Fig. 1: clock distribution
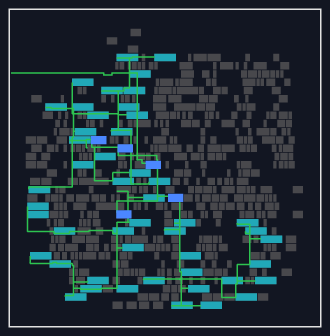
Fig. 2: the metal 3 layer
Cells faint in the background.
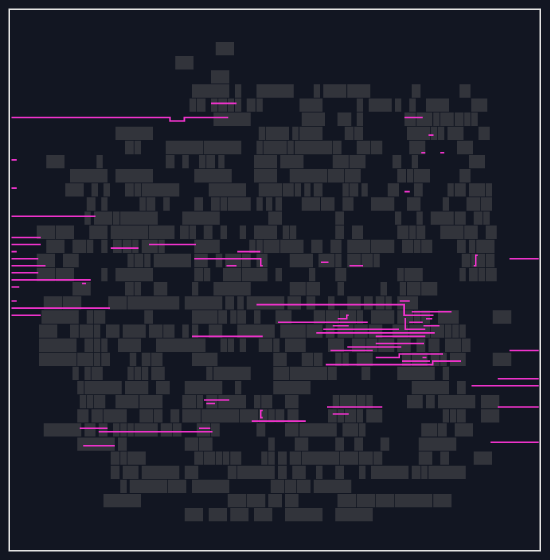
Fig. 3: drive-strength map
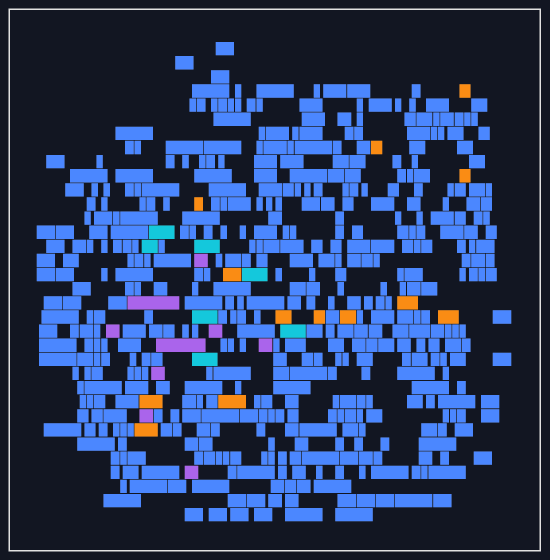
Fig. 4: track usage over the die
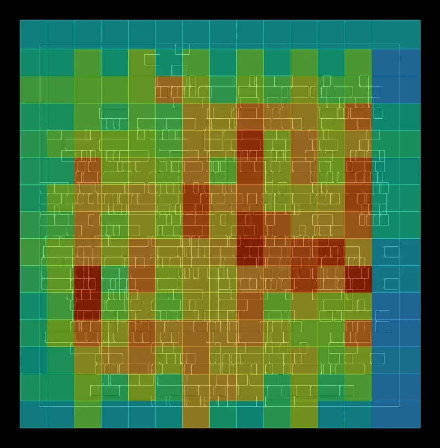
--- src/rtl/alu_exec_unit_pkg.sv ---
// Shared definitions for the ALU execute stage.
// Holds the ALU control codes (same encoding the ALU controller drives),
// the execute FSM state encoding and default datapath sizes.
package alu_exec_unit_pkg;

  localparam int WIDTH_DEF   = 8;
  localparam int SHAMT_W_DEF = 3;

  localparam logic [3:0] ALU_ADD = 4'b0000;
  localparam logic [3:0] ALU_SUB = 4'b0001;
  localparam logic [3:0] ALU_AND = 4'b0010;
  localparam logic [3:0] ALU_OR  = 4'b0011;
  localparam logic [3:0] ALU_NOT = 4'b0100;
  localparam logic [3:0] ALU_SLL = 4'b0101;
  localparam logic [3:0] ALU_SRL = 4'b0110;
  localparam logic [3:0] ALU_CMP = 4'b0111;

  typedef enum logic [1:0] {
    IDLE  = 2'd0,
    EXEC  = 2'd1,
    SHIFT = 2'd2
  } state_e;

  // Shift codes take the bit-serial path; everything else completes in EXEC.
  function automatic logic is_shift_op(input logic [3:0] code);
    return (code == ALU_SLL) || (code == ALU_SRL);
  endfunction

endpackage

--- src/rtl/alu_exec_unit_if.sv ---
// Request/response bundle between the issuing stage and the ALU execute unit.
// master drives the request side (start, code, operands); slave drives status/result.
// Clock and reset are kept outside the bundle.
interface alu_exec_unit_if
  import alu_exec_unit_pkg::*;
#(
  parameter int WIDTH = WIDTH_DEF
);

  logic             start;
  logic [3:0]       alu_ctrl;
  logic [WIDTH-1:0] rd;
  logic [WIDTH-1:0] rs;
  logic             busy;
  logic             done;
  logic [WIDTH-1:0] result;
  logic             zero_flag;
  logic             carry_flag;
  logic             illegal;

  modport master (
    output start, alu_ctrl, rd, rs,
    input  busy, done, result, zero_flag, carry_flag, illegal
  );

  modport slave (
    input  start, alu_ctrl, rd, rs,
    output busy, done, result, zero_flag, carry_flag, illegal
  );

endinterface

--- src/rtl/alu_exec_unit_serial_shifter.sv ---
// Bit-serial shifter: moves the working register one position per step.
// Latency: amount steps after load; cnt_zero flags completion.
// No backpressure: load overrides any shift in progress, step is a no-op once done.
module alu_serial_shifter #(
  parameter int WIDTH   = 8,
  parameter int SHAMT_W = 3
) (
  input  logic               clock,
  input  logic               reset_n,
  input  logic               load,
  input  logic               step,
  input  logic               dir_left,
  input  logic [WIDTH-1:0]   data_in,
  input  logic [SHAMT_W-1:0] amount,
  output logic [WIDTH-1:0]   data_out,
  output logic               carry_out,
  output logic               cnt_zero
);

  logic [SHAMT_W-1:0] cnt_q, cnt_d;
  logic [WIDTH-1:0]   work_q, work_d;
  logic               left_q, left_d;
  logic               carry_q, carry_d;

  // Next state: load captures operand/amount, each step shifts once and counts down.
  always_comb begin
    cnt_d   = cnt_q;
    work_d  = work_q;
    left_d  = left_q;
    carry_d = carry_q;
    if (load) begin
      cnt_d   = amount;
      work_d  = data_in;
      left_d  = dir_left;
      carry_d = 1'b0;          // a zero-length shift reports no bit shifted out
    end else if (step && (cnt_q != '0)) begin
      if (left_q) begin
        carry_d = work_q[WIDTH-1];
        work_d  = {work_q[WIDTH-2:0], 1'b0};
      end else begin
        carry_d = work_q[0];
        work_d  = {1'b0, work_q[WIDTH-1:1]};
      end
      cnt_d = cnt_q - SHAMT_W'(1);
    end
  end

  // State registers with synchronous active-low reset.
  always_ff @(posedge clock) begin
    if (!reset_n) begin
      cnt_q   <= '0;
      work_q  <= '0;
      left_q  <= 1'b0;
      carry_q <= 1'b0;
    end else begin
      cnt_q   <= cnt_d;
      work_q  <= work_d;
      left_q  <= left_d;
      carry_q <= carry_d;
    end
  end

  assign data_out  = work_q;
  assign carry_out = carry_q;
  assign cnt_zero  = (cnt_q == '0);

endmodule

--- src/rtl/alu_exec_unit.sv ---
// ALU execute stage: latches code + operands on start, returns registered result/flags with a done pulse.
// Latency: 1 cycle for non-shift codes, amount+1 cycles for SLL/SRL (acceptance edge to done edge).
// start is only accepted while idle (busy=0); requests while busy are ignored, never queued.
module alu_exec_unit
  import alu_exec_unit_pkg::*;
#(
  parameter int WIDTH   = WIDTH_DEF,
  parameter int SHAMT_W = SHAMT_W_DEF
) (
  input  logic           clock,
  input  logic           reset_n,
  alu_exec_unit_if.slave bus
);

  state_e           state_q, state_d;
  logic [3:0]       op_q, op_d;
  logic [WIDTH-1:0] a_q, a_d;
  logic [WIDTH-1:0] b_q, b_d;
  logic [WIDTH-1:0] result_q, result_d;
  logic             zero_q, zero_d;
  logic             carry_q, carry_d;
  logic             busy_q, busy_d;
  logic             done_q, done_d;
  logic             illegal_q, illegal_d;

  logic             accept;
  logic             shf_load;
  logic             shf_step;
  logic [WIDTH-1:0] shf_data;
  logic             shf_carry;
  logic             shf_cnt_zero;
  logic [WIDTH:0]   sum_w;
  logic [WIDTH:0]   diff_w;

  assign accept   = bus.start && (state_q == IDLE);
  assign shf_load = accept && is_shift_op(bus.alu_ctrl);
  assign shf_step = (state_q == SHIFT);

  // Extra top bit gives the carry (ADD) or the borrow (SUB/CMP).
  assign sum_w  = {1'b0, a_q} + {1'b0, b_q};
  assign diff_w = {1'b0, a_q} - {1'b0, b_q};

  alu_serial_shifter #(
    .WIDTH   (WIDTH),
    .SHAMT_W (SHAMT_W)
  ) u_shifter (
    .clock     (clock),
    .reset_n   (reset_n),
    .load      (shf_load),
    .step      (shf_step),
    .dir_left  (bus.alu_ctrl == ALU_SLL),
    .data_in   (bus.rd),
    .amount    (bus.rs[SHAMT_W-1:0]),
    .data_out  (shf_data),
    .carry_out (shf_carry),
    .cnt_zero  (shf_cnt_zero)
  );

  // FSM next state and datapath: capture in IDLE, compute in EXEC, wait out the shifter in SHIFT.
  always_comb begin
    state_d   = state_q;
    op_d      = op_q;
    a_d       = a_q;
    b_d       = b_q;
    result_d  = result_q;
    zero_d    = zero_q;
    carry_d   = carry_q;
    busy_d    = busy_q;
    done_d    = 1'b0;
    illegal_d = 1'b0;
    unique case (state_q)
      IDLE: begin
        if (accept) begin
          op_d    = bus.alu_ctrl;
          a_d     = bus.rd;
          b_d     = bus.rs;
          busy_d  = 1'b1;
          state_d = is_shift_op(bus.alu_ctrl) ? SHIFT : EXEC;
        end
      end
      EXEC: begin
        busy_d  = 1'b0;
        done_d  = 1'b1;
        state_d = IDLE;
        case (op_q)
          ALU_ADD: begin
            result_d = sum_w[WIDTH-1:0];
            carry_d  = sum_w[WIDTH];
            zero_d   = (sum_w[WIDTH-1:0] == '0);
          end
          ALU_SUB: begin
            result_d = diff_w[WIDTH-1:0];
            carry_d  = diff_w[WIDTH];
            zero_d   = (diff_w[WIDTH-1:0] == '0);
          end
          ALU_AND: begin
            result_d = a_q & b_q;
            carry_d  = 1'b0;
            zero_d   = ((a_q & b_q) == '0);
          end
          ALU_OR: begin
            result_d = a_q | b_q;
            carry_d  = 1'b0;
            zero_d   = ((a_q | b_q) == '0);
          end
          ALU_NOT: begin
            result_d = ~a_q;
            carry_d  = 1'b0;
            zero_d   = (~a_q == '0);
          end
          ALU_CMP: begin
            // Flags only; zero reports rd==rs while the result register is left alone.
            carry_d = diff_w[WIDTH];
            zero_d  = (diff_w[WIDTH-1:0] == '0);
          end
          default: begin
            // Codes 8..15 (shift codes never reach EXEC): keep result/flags, flag illegal.
            illegal_d = 1'b1;
          end
        endcase
      end
      SHIFT: begin
        if (shf_cnt_zero) begin
          result_d = shf_data;
          carry_d  = shf_carry;
          zero_d   = (shf_data == '0);
          busy_d   = 1'b0;
          done_d   = 1'b1;
          state_d  = IDLE;
        end
      end
      default: begin
        busy_d  = 1'b0;
        state_d = IDLE;
      end
    endcase
  end

  // FSM and output registers; reset aborts any operation in flight without a done.
  always_ff @(posedge clock) begin
    if (!reset_n) begin
      state_q   <= IDLE;
      op_q      <= '0;
      a_q       <= '0;
      b_q       <= '0;
      result_q  <= '0;
      zero_q    <= 1'b0;
      carry_q   <= 1'b0;
      busy_q    <= 1'b0;
      done_q    <= 1'b0;
      illegal_q <= 1'b0;
    end else begin
      state_q   <= state_d;
      op_q      <= op_d;
      a_q       <= a_d;
      b_q       <= b_d;
      result_q  <= result_d;
      zero_q    <= zero_d;
      carry_q   <= carry_d;
      busy_q    <= busy_d;
      done_q    <= done_d;
      illegal_q <= illegal_d;
    end
  end

  assign bus.busy       = busy_q;
  assign bus.done       = done_q;
  assign bus.result     = result_q;
  assign bus.zero_flag  = zero_q;
  assign bus.carry_flag = carry_q;
  assign bus.illegal    = illegal_q;

endmodule

--- src/flat_wrapper.sv ---
// flat-port wrapper written by rule: the top's interface ports become plain ports
module alu_exec_unit_flat import alu_exec_unit_pkg::*;
#(
  parameter int WIDTH   = WIDTH_DEF,
  parameter int SHAMT_W = SHAMT_W_DEF
)
  (clock, reset_n, bus_start, bus_alu_ctrl, bus_rd, bus_rs, bus_busy, bus_done, bus_result, bus_zero_flag, bus_carry_flag, bus_illegal);
  alu_exec_unit_if #(.WIDTH(WIDTH)) bus_i ();
  input  logic clock;
  input  logic reset_n;
  input wire logic [$bits(bus_i.start)-1:0] bus_start;
  input wire logic [$bits(bus_i.alu_ctrl)-1:0] bus_alu_ctrl;
  input wire logic [$bits(bus_i.rd)-1:0] bus_rd;
  input wire logic [$bits(bus_i.rs)-1:0] bus_rs;
  output wire logic [$bits(bus_i.busy)-1:0] bus_busy;
  output wire logic [$bits(bus_i.done)-1:0] bus_done;
  output wire logic [$bits(bus_i.result)-1:0] bus_result;
  output wire logic [$bits(bus_i.zero_flag)-1:0] bus_zero_flag;
  output wire logic [$bits(bus_i.carry_flag)-1:0] bus_carry_flag;
  output wire logic [$bits(bus_i.illegal)-1:0] bus_illegal;
  assign bus_i.start = bus_start;
  assign bus_i.alu_ctrl = bus_alu_ctrl;
  assign bus_i.rd = bus_rd;
  assign bus_i.rs = bus_rs;
  assign bus_busy = bus_i.busy;
  assign bus_done = bus_i.done;
  assign bus_result = bus_i.result;
  assign bus_zero_flag = bus_i.zero_flag;
  assign bus_carry_flag = bus_i.carry_flag;
  assign bus_illegal = bus_i.illegal;
  alu_exec_unit #(.WIDTH(WIDTH), .SHAMT_W(SHAMT_W)) u_core (.clock(clock), .reset_n(reset_n), .bus(bus_i));
endmodule
--- config.mk ---
export PLATFORM = sky130hd
export DESIGN_NAME = alu_exec_unit_flat
export DESIGN_NICKNAME = d
export VERILOG_FILES = /design/src/rtl/alu_exec_unit_pkg.sv /design/src/rtl/alu_exec_unit_if.sv /design/src/rtl/alu_exec_unit_serial_shifter.sv /design/src/rtl/alu_exec_unit.sv /design/src/flat_wrapper.sv
export SDC_FILE = /design/constraint.sdc
export NUM_CORES = 1
export LEC_CHECK = 0
export CELL_PAD_IN_SITES_DETAIL_PLACEMENT = 0
export CELL_PAD_IN_SITES_GLOBAL_PLACEMENT = 1
export CORE_AREA = 5 5 97 99
export DETAILED_ROUTE_END_ITERATION = 7
export DIE_AREA = 0 0 102 104
export GPL_TIMING_DRIVEN = 1
export PLACE_DENSITY = 0.85
export SLEW_MARGIN = 20
export SYNTH_ARGS = -nofsm -noshare
export SYNTH_HDL_FRONTEND = slang
export SYNTH_HIERARCHICAL = 1
export SYNTH_SLANG_ARGS = --single-unit
export TNS_END_PERCENT = 1
--- constraint.sdc ---
create_clock -name clock -period 3.49 [get_ports clock]
set_clock_uncertainty 0.1 [all_clocks]
set_input_delay 0.698 -clock clock [delete_from_list [all_inputs] [get_ports clock]]
set_output_delay 0.698 -clock clock [all_outputs]
set_load 0.05 [all_outputs]
==> flow_summary.ini <==
; synthesis and place-and-route metrics
[clock_network]
clock-root-buffer = clkbuf_8
hold_buffers = 0
postCtsResizedCells = 0
htree_levels = 2
worstSkewPairLatency_ns = 0.30
clk_pin_slew_ns = 0.10
numCtsBuffers = 5

[floorplanning]
dieArea_um2 = 10610
tap_cells = 108
io_pins = 36
core_area_um2 = 8466
die_w_um = 102
rows = 34

[power_and_ir_drop]
p_total_mw = 1.453
pwr-share-seq = 0.424
powerDensity_nw_per_um2 = 357.8
top_power_group = sequential cells
pg_clk_uw = 356
p_leak_nw = 1.483

[route]
dr.pass1.iters = 5
wl_met1_um = 4673
top_layer_used = met4
drt-initial-drc-count = 282
vias = 3397
drc_errors = 0
wirelength_um = 10190
routed_via_density = 5.681

[worst_setup_path]
cp_num_cells = 9
worstSetupStartpointType = register
r2r-start = u_core/u_shifter/cnt_q[0]$_SDFFE_PN0P_
reg2reg_to = u_core/bus.zero_flag$_SDFFE_PN0P_
critical_path_class = register to register
critPathRequiredTime_ns = 3.64
cpLargestDelayFamily = simple AND/OR/NAND/NOR gates

[outcome]
status = complete, no violations

[cells_and_area]
antennaDiodeCount = 0
layout-drive-gt1-share = 0.05918
utilization = 0.4798
comb_area_um2 = 2316
n_all_inverters = 40
seq_cells = 48
clock_area_frac = 0.02372
layout_top_cells = nand2_1, dfxtp_1, a21oi_1
fin_nets = 543
comb_cells = 352

[final_timing]
layout_min_cycle_time_ns = 2.930
relSlewSlack = 0.4834
fin_setup_tns_ns = 0
worst_pin_slew_ns = 0.7554
hold_viol = 0
slew_viol_final = 0
rsz0062_at_grt = false

[logic_synthesis]
avgSynthCellArea_um2 = 7.617
synth_seq_share = 0.2701
ys_cells = 467
simple_gate_area_frac = 0.2423
synthAoiAreaFrac = 0.2357
synthCells = 467

[worst_hold_path]
min_to = u_core/bus.result[1]$_SDFFE_PN0P_
min_from = u_core/bus.result[1]$_SDFFE_PN0P_

[grt]
grt_max_degree = 31
use_met3 = 0.03219
antenna_found_initial = 0

[placement]
dp.cells = 590
io_buffers = 35
dp_slack_ns = 0.5832
## Picture notes: Fig. 1
[clock-net drivers] blue | count: 5
[clock wires] green | length: 610 um
[flip-flops] cyan | count: 48
routed clock nets	6

## Picture notes: Fig. 2
main direction	horizontal
wire length on this layer	500 um
longest straight run	30.4 um
nets with wire on the layer	55

## Picture notes: Fig. 3
size	colour	cells	share
x3 and x4	purple	9	1.8%
x6 and larger	cyan	7	1.4%
x1 and smaller	blue	461	94%
x2	orange	13	2.7%
bufs w/o clock: 42
worst setup margin: 0.5603 ns

## Picture notes: Fig. 4
drt wl/cell: 17.04 um
Tot GR Track Use: 0.1924

Power is estimated from default activity; no workload was simulated.
